--- src/rtl/m3_round_len_calc_pkg.sv ---
// Shared widths, FSM state type and clamp helper for the round-length responder.
package m3_round_len_calc_pkg;

    localparam int unsigned SPEED_W = 16;
    localparam int unsigned LEN_W   = 32;

    typedef enum logic [1:0] {
        ST_IDLE = 2'd0,
        ST_RAMP = 2'd1,
        ST_DIV  = 2'd2,
        ST_DONE = 2'd3
    } state_e;

    function automatic logic [LEN_W-1:0] clamp_len(
        input logic [LEN_W-1:0] v,
        input logic [LEN_W-1:0] lo,
        input logic [LEN_W-1:0] hi
    );
        if (v < lo) return lo;
        if (v > hi) return hi;
        return v;
    endfunction

endpackage

--- src/rtl/m3_round_len_calc_serial_div.sv ---
// 32/16 restoring divider: one quotient bit per cycle, the load cycle performs the first step,
// so the quotient is ready 32 edges after startI.
module m3_round_len_calc_serial_div
    import m3_round_len_calc_pkg::*;
(
    input  logic               clkI,
    input  logic               rstI,
    input  logic               startI,
    input  logic               abortI,
    input  logic [LEN_W-1:0]   numI,
    input  logic [SPEED_W-1:0] denI,
    output logic [LEN_W-1:0]   quoO,
    output logic               doneO
);
    localparam int unsigned CNT_W = 5;

    logic               busy_q, busy_d;
    logic               done_q, done_d;
    logic [CNT_W-1:0]   cnt_q, cnt_d;
    logic [SPEED_W-1:0] rem_q, rem_d;
    logic [SPEED_W-1:0] den_q, den_d;
    logic [LEN_W-1:0]   sh_q, sh_d;

    logic [SPEED_W-1:0] rem_in_c;
    logic [SPEED_W-1:0] den_in_c;
    logic [LEN_W-1:0]   num_in_c;
    logic [SPEED_W:0]   rem_sh_c;
    logic               ge_c;

    always_comb begin
        busy_d   = busy_q;
        done_d   = 1'b0;
        cnt_d    = cnt_q;
        rem_d    = rem_q;
        den_d    = den_q;
        sh_d     = sh_q;
        rem_in_c = startI ? '0 : rem_q;
        num_in_c = startI ? numI : sh_q;
        den_in_c = startI ? denI : den_q;
        rem_sh_c = {rem_in_c, num_in_c[LEN_W-1]};
        ge_c     = rem_sh_c >= {1'b0, den_in_c};
        if (abortI) begin
            busy_d = 1'b0;
        end else if (startI || busy_q) begin
            // sh shifts out dividend bits on top and collects quotient bits at the bottom
            rem_d  = ge_c ? SPEED_W'(rem_sh_c - {1'b0, den_in_c}) : rem_sh_c[SPEED_W-1:0];
            sh_d   = {num_in_c[LEN_W-2:0], ge_c};
            den_d  = den_in_c;
            busy_d = 1'b1;
            cnt_d  = startI ? CNT_W'(1) : cnt_q + CNT_W'(1);
            if (!startI && (cnt_q == '1)) begin
                busy_d = 1'b0;
                done_d = 1'b1;
            end
        end
    end

    always_ff @(posedge clkI) begin
        if (rstI) begin
            busy_q <= 1'b0;
            done_q <= 1'b0;
            cnt_q  <= '0;
            rem_q  <= '0;
            den_q  <= '0;
            sh_q   <= '0;
        end else begin
            busy_q <= busy_d;
            done_q <= done_d;
            cnt_q  <= cnt_d;
            rem_q  <= rem_d;
            den_q  <= den_d;
            sh_q   <= sh_d;
        end
    end

    assign quoO  = sh_q;
    assign doneO = done_q;

endmodule

--- src/rtl/m3_round_len_calc.sv ---
// Round-length responder: tracks target/current speed and, per request, ramps the current
// speed and divides DIV_NUM by it to produce a clamped per-step period.
module m3_round_len_calc
    import m3_round_len_calc_pkg::*;
#(
    parameter logic [LEN_W-1:0]   DIV_NUM    = 32'd1_000_000,
    parameter logic [SPEED_W-1:0] SPEED_MIN  = 16'd10,
    parameter logic [SPEED_W-1:0] SPEED_MAX  = 16'd1000,
    parameter logic [SPEED_W-1:0] SPEED_STEP = 16'd10,
    parameter logic [SPEED_W-1:0] ACCEL_STEP = 16'd20,
    parameter logic [LEN_W-1:0]   LEN_MIN    = 32'd64,
    parameter logic [LEN_W-1:0]   LEN_MAX    = 32'h3FFFFF
) (
    input  logic               clkI,
    input  logic               rstI,
    input  logic               m3startI,
    input  logic               m3forceStopI,
    input  logic               m3speedINCi,
    input  logic               m3speedDECi,
    input  logic               nextCalc_1i,
    output logic [LEN_W-1:0]   dstRoundLenO,
    output logic               busyO,
    output logic               doneO,
    output logic               overrunO,
    output logic [SPEED_W-1:0] speedCurO,
    output logic [SPEED_W-1:0] speedTgtO
);
    state_e             state_q, state_d;
    logic [SPEED_W-1:0] cur_q, cur_d;
    logic [SPEED_W-1:0] tgt_q, tgt_d;
    logic [LEN_W-1:0]   dst_q, dst_d;
    logic               busy_q, busy_d;
    logic               done_q, done_d;
    logic               ovr_q, ovr_d;

    logic               stop_c;
    logic [SPEED_W:0]   tgt_inc_c, tgt_dec_c;
    logic [SPEED_W-1:0] ramp_diff_c, ramp_step_c;
    logic               div_start_c, div_abort_c, div_done_c;
    logic [LEN_W-1:0]   div_quo_c;

    always_comb begin
        state_d     = state_q;
        cur_d       = cur_q;
        tgt_d       = tgt_q;
        dst_d       = dst_q;
        done_d      = 1'b0;
        ovr_d       = ovr_q;
        div_start_c = 1'b0;
        stop_c      = m3forceStopI | ~m3startI;
        div_abort_c = stop_c;
        tgt_inc_c   = {1'b0, tgt_q} + {1'b0, SPEED_STEP};
        tgt_dec_c   = {1'b0, tgt_q} - {1'b0, SPEED_STEP};
        ramp_diff_c = (tgt_q > cur_q) ? tgt_q - cur_q : cur_q - tgt_q;
        ramp_step_c = (ramp_diff_c > ACCEL_STEP) ? ACCEL_STEP : ramp_diff_c;

        if (stop_c) begin
            state_d = ST_IDLE;
            dst_d   = LEN_MAX;
            cur_d   = SPEED_MIN;
            tgt_d   = SPEED_MIN;
            if (!m3startI) ovr_d = 1'b0;
        end else begin
            if (m3speedINCi && !m3speedDECi) begin
                tgt_d = (tgt_inc_c > {1'b0, SPEED_MAX}) ? SPEED_MAX : tgt_inc_c[SPEED_W-1:0];
            end else if (m3speedDECi && !m3speedINCi) begin
                // bit 16 set means the subtraction wrapped below zero
                tgt_d = (tgt_dec_c[SPEED_W] || (tgt_dec_c < {1'b0, SPEED_MIN}))
                        ? SPEED_MIN : tgt_dec_c[SPEED_W-1:0];
            end
            if (nextCalc_1i && (state_q != ST_IDLE)) ovr_d = 1'b1;
            case (state_q)
                ST_IDLE: if (nextCalc_1i) state_d = ST_RAMP;
                ST_RAMP: begin
                    cur_d       = (tgt_q > cur_q) ? cur_q + ramp_step_c : cur_q - ramp_step_c;
                    div_start_c = 1'b1;
                    state_d     = ST_DIV;
                end
                ST_DIV:  if (div_done_c) state_d = ST_DONE;
                ST_DONE: begin
                    dst_d   = clamp_len(div_quo_c, LEN_MIN, LEN_MAX);
                    done_d  = 1'b1;
                    state_d = ST_IDLE;
                end
                default: state_d = ST_IDLE;
            endcase
        end
        busy_d = (state_d == ST_RAMP) || (state_d == ST_DIV);
    end

    // divider loads the freshly ramped speed on the RAMP->DIV edge
    m3_round_len_calc_serial_div u_div (
        .clkI   (clkI),
        .rstI   (rstI),
        .startI (div_start_c),
        .abortI (div_abort_c),
        .numI   (DIV_NUM),
        .denI   (cur_d),
        .quoO   (div_quo_c),
        .doneO  (div_done_c)
    );

    always_ff @(posedge clkI) begin
        if (rstI) begin
            state_q <= ST_IDLE;
            cur_q   <= SPEED_MIN;
            tgt_q   <= SPEED_MIN;
            dst_q   <= LEN_MAX;
            busy_q  <= 1'b0;
            done_q  <= 1'b0;
            ovr_q   <= 1'b0;
        end else begin
            state_q <= state_d;
            cur_q   <= cur_d;
            tgt_q   <= tgt_d;
            dst_q   <= dst_d;
            busy_q  <= busy_d;
            done_q  <= done_d;
            ovr_q   <= ovr_d;
        end
    end

    assign dstRoundLenO = dst_q;
    assign busyO        = busy_q;
    assign doneO        = done_q;
    assign overrunO     = ovr_q;
    assign speedCurO    = cur_q;
    assign speedTgtO    = tgt_q;

endmodule

--- config.mk ---
export PLATFORM = sky130hd
export DESIGN_NAME = m3_round_len_calc
export DESIGN_NICKNAME = d
export VERILOG_FILES = /design/src/rtl/m3_round_len_calc_pkg.sv /design/src/rtl/m3_round_len_calc_serial_div.sv /design/src/rtl/m3_round_len_calc.sv
export SDC_FILE = /design/constraint.sdc
export NUM_CORES = 1
export LEC_CHECK = 0
export CORE_MARGIN = 2
export CORE_UTILIZATION = 35
export CTS_BUF_LIST = sky130_fd_sc_hd__clkbuf_16
export CTS_CLUSTER_DIAMETER = 200
export DETAILED_ROUTE_END_ITERATION = 10
export PLACE_DENSITY = 0.64
export SLEW_MARGIN = 30
export SYNTH_ARGS = -nofsm -noshare
export SYNTH_HDL_FRONTEND = slang
export SYNTH_SLANG_ARGS = --single-unit
export TNS_END_PERCENT = 20
--- constraint.sdc ---
create_clock -name clkI -period 9.2 [get_ports clkI]
set_clock_uncertainty 0.05 [all_clocks]
set_input_delay 1.84 -clock clkI [delete_from_list [all_inputs] [get_ports clkI]]
set_output_delay 1.84 -clock clkI [all_outputs]
set_load 0.01 [all_outputs]
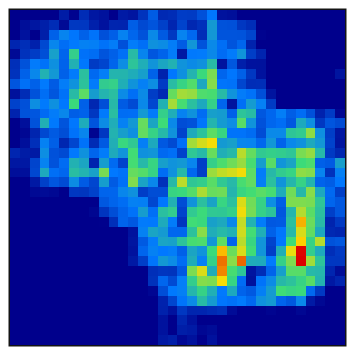
(run_1/wire_density.png)
Drawn at 2 px/um. 34 x 34 tiles, from dark blue (low) to red (high), scaled to the fullest tile. Values are wire area over tile area, all layers added.
tiles over half the peak: 9.1%
fullest tile: 0.74
nearly empty tiles: 31%
mean over tiles: 0.15
emptiest ninth of the die: bottom left

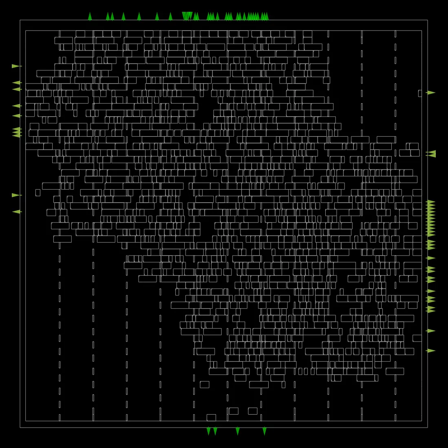
(run_1/final_placement.png)
final cell count without fillers: 1587
Core Util, Final: 42.6%
Fill cells: 2622
tapcell count: 335
fraction of area in registers: 25.0%

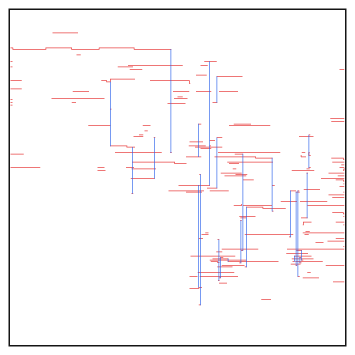
(run_1/metal_stack.png)
Drawn at 2 px/um. Two of the layers only.
[blue] met4 | wire length: 669 um
[red] met3 | wire length: 1270 um

==> notes.md, run 1 <==
flow finished, numbers: Warnings, synthesis=0, RR Startpoint=speedTgtO[3], logic area=6140 sq um, die y size=168 um, vias in the first global route=8305, Mapped Area=9360 sq um, MUX area fraction=5.20%, inverter count=59, ys async rst share=0%, Max-Cap Viols=0, number of remaining DRC errors=0, Top Layout Cells=dfxtp_1, nor2_1, nand2_1, hold_ws=0.416 ns, Flop pwr share=34.7%, ClkCell Share=5.46%, ao+oa area frac=20.3%, CP required=9.44 ns, Top Consumer=clock, DP Area=10400 sq um, # setup viols final=0, reg2reg end=u_div.rem_q[8], Post-CTS Setup Bufs=0, Site Rows=59, gr busiest metal=met2, met2 usage=30.9%, Syn Area/Cell=7.90 sq um, RSZ-0062 raised after global routing=false, met3 Use GR=2.88%, cell type taking the most area=combinational gates, clock buffers=17, Hold Startpoint=dstRoundLenO[22], crit path from=speedTgtO[3], cts hold-fix bufs=0, CTS Root Cell=clkbuf_16, status=completed, Core Density at Floorplan=35.8%, switch share=34.6%, clk pwr=0.708 mW
-- run 1: Yosys cell counts, types with 10 or more instances --
cell	n	area [sq um]
a211oi_1	26	195
a21o_1	14	105
a21oi_1	93	465
and2_1	33	206
and3_1	11	68.8
buf_1	10	37.5
clkbuf_1	44	165
dfxtp_1	139	2780
ha_1	72	901
inv_1	59	221
mux2i_1	43	430
nand2_1	102	383
nand3_1	16	80.1
nand3b_1	25	188
nand4_1	18	113
nor2_1	124	465
nor2b_1	14	87.6
nor3_1	50	250
nor4_1	20	125
o21ai_0	61	305
xnor2_1	35	307
xor2_1	13	114
-- run 1: registers in the layout, summed over array words and instances (netlist names), 2 cells and up --
name	flops
speedTgtO	15
u_div.quoO	32
state_q	2
dstRoundLenO	32
u_div.rem_q	16
speedCurO	16
u_div.den_q	16
u_div.cnt_q	5
==> run_1/port_nets.png <==
Drawn at 3 px/um.
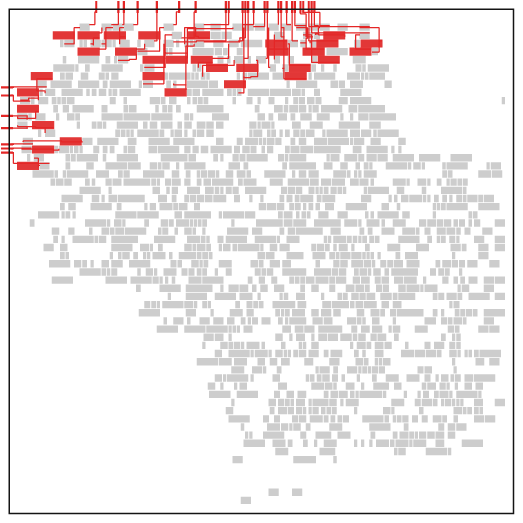

## Run 2: what changed since run 1
==> constraint.sdc (replaced) <==
create_clock -name clkI -period 10.7 [get_ports clkI]
set_clock_uncertainty 0.05 [all_clocks]
set_input_delay 2.14 -clock clkI [delete_from_list [all_inputs] [get_ports clkI]]
set_output_delay 2.14 -clock clkI [all_outputs]
set_load 0.01 [all_outputs]
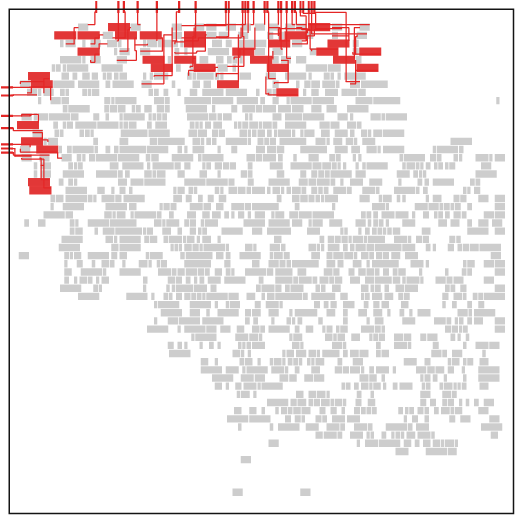
(run_2/port_nets.png)
Drawn at 3 px/um.
[red] dstRoundLenO | direction: output | edge: 25 top, 7 left | end cells: 32 | buffers: 32 | wire: 918 um

==> notes.md, run 2 <==
flow finished, numbers: yosys stat area=9360 sq um, Hold EP=dstRoundLenO[26], Site Rows=59, final hold vios=0, Max-Cap Viols=0, adder-cell area share of the yosys netlist=10.5%, Startpoint Class=register, synth unique cells=76, largest net degree at the start of global routing=75, RR Startpoint=speedCurO[3], synth top area cells=dfxtp_1, ha_1, a21oi_1, Syn Area/Cell=7.90 sq um, MUX area fraction=5.20%, Hold Startpoint=dstRoundLenO[26], cts hold-fix bufs=0, clk pwr=0.612 mW, Mapped Area=9360 sq um, met2 usage=31.2%, gr busiest metal=met2, vias=8664, Commonest cells post-synth=dfxtp_1, nor2_1, nand2_1, a21oi_1, ha_1, final cell count without fillers=1566, met1 Usage GRT=24.0%, clock-pin slew on the worst setup and hold paths=0.07 ns, Flop pwr share=35.1%, DP Area=10300 sq um, Post-CTS Resized=0, GRT overflow=0, Top Consumer=clock, f_max=104 MHz, FF+latch count, synth=139, post-synth top area cell=dfxtp_1, worst setup path endpoint=u_div.rem_q[8], Port-buffer cells=72, cell with the most instances after synthesis=dfxtp_1, Internal=0.981 mW, antenna diode count=0, Fill cells=2621, CP required=10.93 ns, met3 Use GR=3.05%, Post-CTS Setup Bufs=0, clock share of power=40.8%, status=completed, area share, top type=29.7%, Final Max Tran Viols=0, Vias/cell=5.53, Core Util, Final=41.9%, CTS Root Cell=clkbuf_16, clk buf depth=2, Clock Latency Late Sink=0.43 ns, Top Layout Cells=dfxtp_1, nor2_1, nand2_1, Critical Path Fanout Max=22, top_reg_cell synth=dfxtp_1, Detail Route Antenna Nets=0, initial antenna violation count=0, number of remaining DRC errors=0, CTS tree=done, leakage=4.18 nW, RSZ-0062 raised after global routing=false, Post-Route WL=26000 um, switch share=34.6%, Comb pwr share=24.1%, Tot Pwr=1.50 mW, finished layout cell area=10900 sq um, M1 WL=12000 um, crit path from=speedCurO[3], Bufs and invs on worst path=3, vias in the first global route=8306, Warnings, synthesis=0, CP max stage cell=a211oi_4, Rel. slew slack=38.9%, synth-to-layout area growth=16.8%, die y size=168 um, XOR Share, Synth=4.73%, Final #Nets=1301, reg2reg end=u_div.rem_q[8], Core Density at Floorplan=35.8%, clock sink total=139, Power Dens Cells=137 nW/um^2, Post-Place Setup Slack=1.06 ns, GP Congestion=0.923, ao+oa area frac=20.3%, most used logic cell in the final layout=dfxtp_1, hold_ws=0.412 ns, ys async rst share=0%, # setup viols final=0, Worst Setup Path Type=reg -> reg, Ports=74, setup TNS=0 ns
-- run 2: area by class of cell --
cell class	count	area [sq um]	area share, %
Timing Repair Buffer	82	795	7.26
Clock inverter	15	194	1.77
Multi-Input combinational cell	919	6100	55.8
Sequential cell	139	2780	25.4
Clock buffer	17	425	3.89
Tap cell	335	419	3.83
Inverter	59	221	2.02
-- run 2: logic make-up (layout without fill, tap and decap cells) --
logic type | after synthesis | in the layout
other | 1 | 2
buffers and inverters | 128 | 173
AND-OR/OR-AND | 295 | 295
XOR/XNOR | 49 | 49
flip-flops | 139 | 139
multiplexers | 47 | 47
AND/OR/NAND/NOR | 450 | 450
adder cells (fa/ha/maj) | 76 | 76
Power figures rest on the tool's default switching activity, not on a simulated workload.
